Fig. 1: routed metal, one colour a layer
Drawn at 1.5 px/µm.
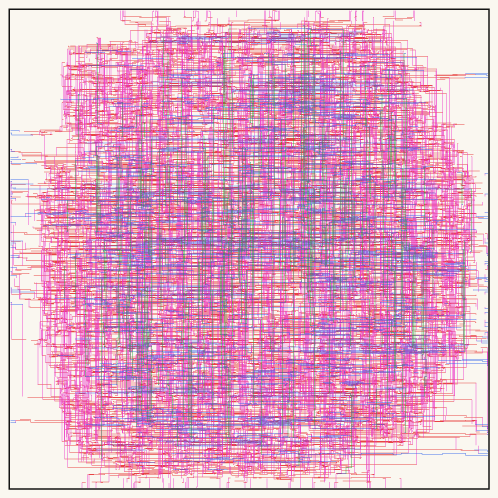
Fig. 2: clock nets
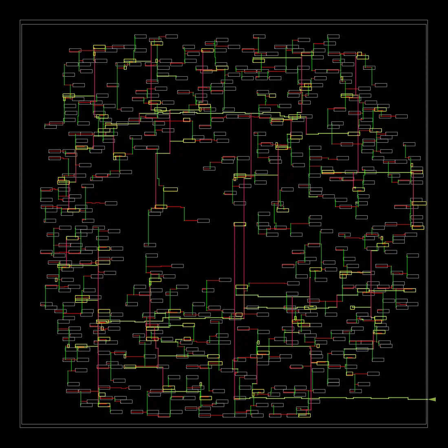
$ cat config.mk
export PLATFORM = sky130hd
export DESIGN_NAME = regfile_mp
export DESIGN_NICKNAME = d
export VERILOG_FILES = /design/src/rtl/regfile_mp.sv
export SDC_FILE = /design/constraint.sdc
export NUM_CORES = 1
export LEC_CHECK = 0
export CELL_PAD_IN_SITES_DETAIL_PLACEMENT = 0
export CELL_PAD_IN_SITES_GLOBAL_PLACEMENT = 1
export CORE_UTILIZATION = 35
export DETAILED_ROUTE_END_ITERATION = 12
export PLACE_DENSITY = 0.66
export REMOVE_ABC_BUFFERS = 1
export SLEW_MARGIN = 5
export SYNTH_ARGS = -nofsm -noshare
export SYNTH_HDL_FRONTEND = slang
export SYNTH_SLANG_ARGS = --single-unit
export TNS_END_PERCENT = 50
$ cat constraint.sdc
create_clock -name clock -period 3.6 [get_ports clock]
set_clock_uncertainty 0.1 [all_clocks]
set_input_delay 0.72 -clock clock [delete_from_list [all_inputs] [get_ports clock]]
set_output_delay 0.72 -clock clock [all_outputs]
set_load 0.1 [all_outputs]
$ cat src/rtl/regfile_mp.sv
`default_nettype none
// ============================================================================
// Module      : regfile_mp
// Description : Multi-port register file: two bypassed read ports, execute
//               and memory write ports, per-register pending scoreboard and a
//               sequential one-register-per-cycle clear engine.
// Revision    : 1.0 - initial release
// ============================================================================
module regfile_mp #(
    parameter int DATA_W = 32,
    parameter int NREG   = 15,
    parameter int ID_W   = 4
) (
    input  logic              clock,
    input  logic              reset,
    input  logic [ID_W-1:0]   srcA,
    input  logic [ID_W-1:0]   srcB,
    output logic [DATA_W-1:0] valA,
    output logic [DATA_W-1:0] valB,
    output logic              rdyA,
    output logic              rdyB,
    input  logic [ID_W-1:0]   dstE,
    input  logic [DATA_W-1:0] valE,
    input  logic [ID_W-1:0]   dstM,
    input  logic [DATA_W-1:0] valM,
    input  logic              mark_en,
    input  logic [ID_W-1:0]   mark_id,
    input  logic              clr_req,
    output logic              clr_busy,
    output logic              clr_done
);

    localparam logic [ID_W-1:0] c_NREG_ID = ID_W'(NREG);
    localparam logic [ID_W-1:0] c_LAST    = ID_W'(NREG - 1);
    localparam logic [ID_W-1:0] c_ONE     = ID_W'(1);

    localparam logic [0:0] c_IDLE  = 1'b0;
    localparam logic [0:0] c_CLEAR = 1'b1;

    logic [0:0]        r_state;
    logic [0:0]        w_state_nxt;
    logic [ID_W-1:0]   r_ptr;
    logic              r_done;
    logic [DATA_W-1:0] r_regs [NREG];
    logic [NREG-1:0]   r_pend;

    logic              w_e_vld;
    logic              w_m_vld;
    logic              w_mark_vld;
    logic              w_in_clear;
    logic              w_last;

    logic [DATA_W-1:0] w_st_a;
    logic [DATA_W-1:0] w_st_b;
    logic              w_pd_a;
    logic              w_pd_b;
    logic              w_hit_ma;
    logic              w_hit_ea;
    logic              w_hit_mb;
    logic              w_hit_eb;

    // IDs at or above NREG (RNONE included) address nothing.
    assign w_e_vld    = (dstE < c_NREG_ID);
    assign w_m_vld    = (dstM < c_NREG_ID);
    assign w_mark_vld = mark_en && (mark_id < c_NREG_ID);
    assign w_in_clear = (r_state == c_CLEAR);
    assign w_last     = (r_ptr == c_LAST);

    // ------------------------------------------------------------------
    // Clear FSM: state register / next state / outputs
    // ------------------------------------------------------------------
    always_ff @(posedge clock or negedge reset) begin
        if (!reset) begin
            r_state <= c_IDLE;
        end else begin
            r_state <= w_state_nxt;
        end
    end

    always_comb begin
        w_state_nxt = r_state;
        case (r_state)
            c_IDLE:  if (clr_req) w_state_nxt = c_CLEAR;
            c_CLEAR: if (w_last)  w_state_nxt = c_IDLE;
            default: w_state_nxt = c_IDLE;
        endcase
    end

    always_comb begin
        clr_busy = (r_state == c_CLEAR);
        clr_done = r_done;
    end

    always_ff @(posedge clock or negedge reset) begin
        if (!reset) begin
            r_ptr  <= '0;
            r_done <= 1'b0;
        end else begin
            r_done <= w_in_clear && w_last;
            if (w_in_clear && !w_last) begin
                r_ptr <= r_ptr + c_ONE;
            end else begin
                r_ptr <= '0;
            end
        end
    end

    // ------------------------------------------------------------------
    // Register array and pending scoreboard
    // ------------------------------------------------------------------
    always_ff @(posedge clock or negedge reset) begin
        if (!reset) begin
            for (int i = 0; i < NREG; i++) begin
                r_regs[i] <= '0;
            end
            r_pend <= '0;
        end else if (w_in_clear) begin
            for (int i = 0; i < NREG; i++) begin
                if (r_ptr == ID_W'(i)) begin
                    r_regs[i] <= '0;
                    r_pend[i] <= 1'b0;
                end
            end
        end else begin
            for (int i = 0; i < NREG; i++) begin
                if (w_m_vld && (dstM == ID_W'(i))) begin
                    r_regs[i] <= valM;
                end else if (w_e_vld && (dstE == ID_W'(i))) begin
                    r_regs[i] <= valE;
                end
                // A mark in the same cycle as a write keeps the register pending.
                if (w_mark_vld && (mark_id == ID_W'(i))) begin
                    r_pend[i] <= 1'b1;
                end else if ((w_m_vld && (dstM == ID_W'(i))) ||
                             (w_e_vld && (dstE == ID_W'(i)))) begin
                    r_pend[i] <= 1'b0;
                end
            end
        end
    end

    // ------------------------------------------------------------------
    // Read ports: stored value lookup, then M-over-E bypass
    // ------------------------------------------------------------------
    always_comb begin
        w_st_a = '0;
        w_st_b = '0;
        w_pd_a = 1'b0;
        w_pd_b = 1'b0;
        for (int i = 0; i < NREG; i++) begin
            if (srcA == ID_W'(i)) begin
                w_st_a = r_regs[i];
                w_pd_a = r_pend[i];
            end
            if (srcB == ID_W'(i)) begin
                w_st_b = r_regs[i];
                w_pd_b = r_pend[i];
            end
        end
    end

    assign w_hit_ma = w_m_vld && (srcA == dstM);
    assign w_hit_ea = w_e_vld && (srcA == dstE);
    assign w_hit_mb = w_m_vld && (srcB == dstM);
    assign w_hit_eb = w_e_vld && (srcB == dstE);

    // Out-of-range sources see zero data and no pending bit, hence ready.
    always_comb begin
        valA = w_hit_ma ? valM : (w_hit_ea ? valE : w_st_a);
        valB = w_hit_mb ? valM : (w_hit_eb ? valE : w_st_b);
        rdyA = !w_pd_a || w_hit_ma || w_hit_ea;
        rdyB = !w_pd_b || w_hit_mb || w_hit_eb;
    end

endmodule
`default_nettype wire

==> reports/metrics.cfg <==
[yosys]
area_leaders=dfrtp_1, mux2i_1, o31ai_1
synthAdderAreaFrac_pct=0.142
ys_sh_mux_pct=21.2
logic_family=AND-OR/OR-AND gates
ys_seq_elements=501
netlist.area_leader.share_pct=35.7
top_cell=mux2i_1
synth-warning-count=0
ys_area_mm2=0.0351
ys.flop_type=dfrtp_1
yosysSeqAreaShare_pct=35.7
synth-xor-area-share_pct=0.424
edf_count=0
ys_async_sr_fraction_pct=100
synth.distinct_cells=90
yosys.area.top_type=dfrtp_1
simple_gate_share_pct=10.9
synth_area_per_cell_um2=9.15
syn_area_mm2=0.0351
top_cells_by_count=mux2i_1, nand2_1, dfrtp_1, o31ai_1, clkbuf_1
aoi_share_pct=25.0
ys_cells=3842
synth_cells=3842

[final_timing]
tightest_slew_ns=1.15
min_period_ns=3.70
finalClockPeriodUsage_pct=103
slew_violations=0
rsz0062_at_grt=yes
final.setup.worst_slack_ns=-0.0993
finalHoldViolCount=0
setup_viol=9
slew_headroom_pct=23.6
tns_ns=-0.392
timing.fmax_mhz=270
hold_slack_ns=0.399

[placement]
port_buffers=155
dp_cells=5392
postPlaceCellArea_mm2=0.0425
dp_slack_ns=-0.659
hpwl_um=132000
gp_congestion=1.02

[worst_setup_path]
slowest_stage=o2111a_2
startpoint=dstM[3]
critPathCapture=valA[30]
endpoint_kind=output port
critPathArrivalTime_ns=2.88
path_common_cell=buf_12
crit_required_ns=2.78
r2r_cells=3
crit_chain=dlygate4sd2_1 > buf_4 > nand2_1 > o2111a_2 > nor2_4 > buf_12 > o21ai_1 > o21ai_2 > buf_6 > buf_12
r2r_end=r_regs[58]
path_delay_family=buffers and inverters
reg2reg_setup_slack_ns=0.89
cp_slowest_stage_delay_ns=0.38
r2r-start=clr_busy
critPathLaunchType=input pin
cp_max_fo=7
crit_type=in -> out
cp.depth=10
crit_buf_inv=5

[floorplan]
rows=115
fp_util_pct=35.5
tapCellCount=1287
die-area_mm2=0.102
pin_count=156
fp.dieH_um=319
fp.coreArea_mm2=0.0990
die_w_um=319

[outcome]
status=finished with violations
violations=negative setup slack

[route]
drc_errors=0
wl_met2_um=82100
routedWlPerCell_um=35.8
wl_met3_um=23100
final_antenna_net_count=0
dr.max_layer_used=met4
wl_met1_um=80800
drt_iter0_markers=5352
firstDrtPassIters=6
vias_per_cell=6.66

[power]
powerClk_mw=6.92
p_comb_share_pct=41.0
power_leader=combinational logic
leakagePower_nw=19.9
p_seq_share_pct=34.7
power_mw=28.4
swShare_pct=43.0
sequentialPower_mw=9.86
p_clk_share_pct=24.3
comb-power_mw=11.7
p_per_area_mw_per_mm2=614
p_switching_mw=12.2
internal_power_mw=16.2
ir_drop_mv=0.445

[layout]
final-clk-cell-share_pct=4.68
mi_logic_area_mm2=0.0212
multi_input_comb_cells=2827
largest_class=logic gates
area_share_nonclk_buffers_pct=18.7
top_regs=r_regs (480), r_pend (15), r_ptr (4)
layout.cells.non_filler=5541
n_fill_cell=9566
final_core_util_pct=46.8
final_cell_mix=mux2i_1, nand2_1, dfrtp_1
buffers=796
fin_nets=4301
layout-drive-gt1-share_pct=25.5
comb_share_pct=45.9
final_common_cell=mux2i_1
seq_share_pct=27.1
largest_register_ffs=480
largest_register=r_regs
n_antenna_cell=4
regArea_mm2=0.0125
syn2layout_area_growth_pct=31.7
inverters=17

[flow_run]
max_cap_violations=0
warning_count=30

[cts]
cts_tree=yes
ctsHoldBuffers=1
cts_resized=163
cts.clk_slew.worst_paths_ns=0.06
cts_setup_buffers=12
cts_sinks=501
cts_root_buf=clkbuf_16
htreeDepth=3
clockBufferDepth=3

[min_path]
hold_class=reg -> reg
min_to=r_regs[425]
hold_path_startpoint=r_regs[425]
hold_depth=2

[grt]
grt.overflow.total=0
use_met3_pct=10.3
met1_usage_pct=51.9
busiest_layer=met2
grt_first_pass_wirelength_um=278000
antenna_found_initial=6
met2_usage_pct=54.7
grt_max_degree=91

-- Fig. 1 (at the start) --
red -> M1  # wire length 80.8 mm
magenta -> M2  # wire length 82.1 mm
green -> M4  # wire length 12,200 µm
blue -> M3  # wire length 23.1 mm
All-Layer GR Usage: 38.1%
final wirelength: 198,000 µm
DR vias: 36.9k

-- Fig. 2 (at the start) --
Worst-Skew Late Latency: 0.63 ns
CLK BUF: 98
CTS Buf Count: 66
registers: 501

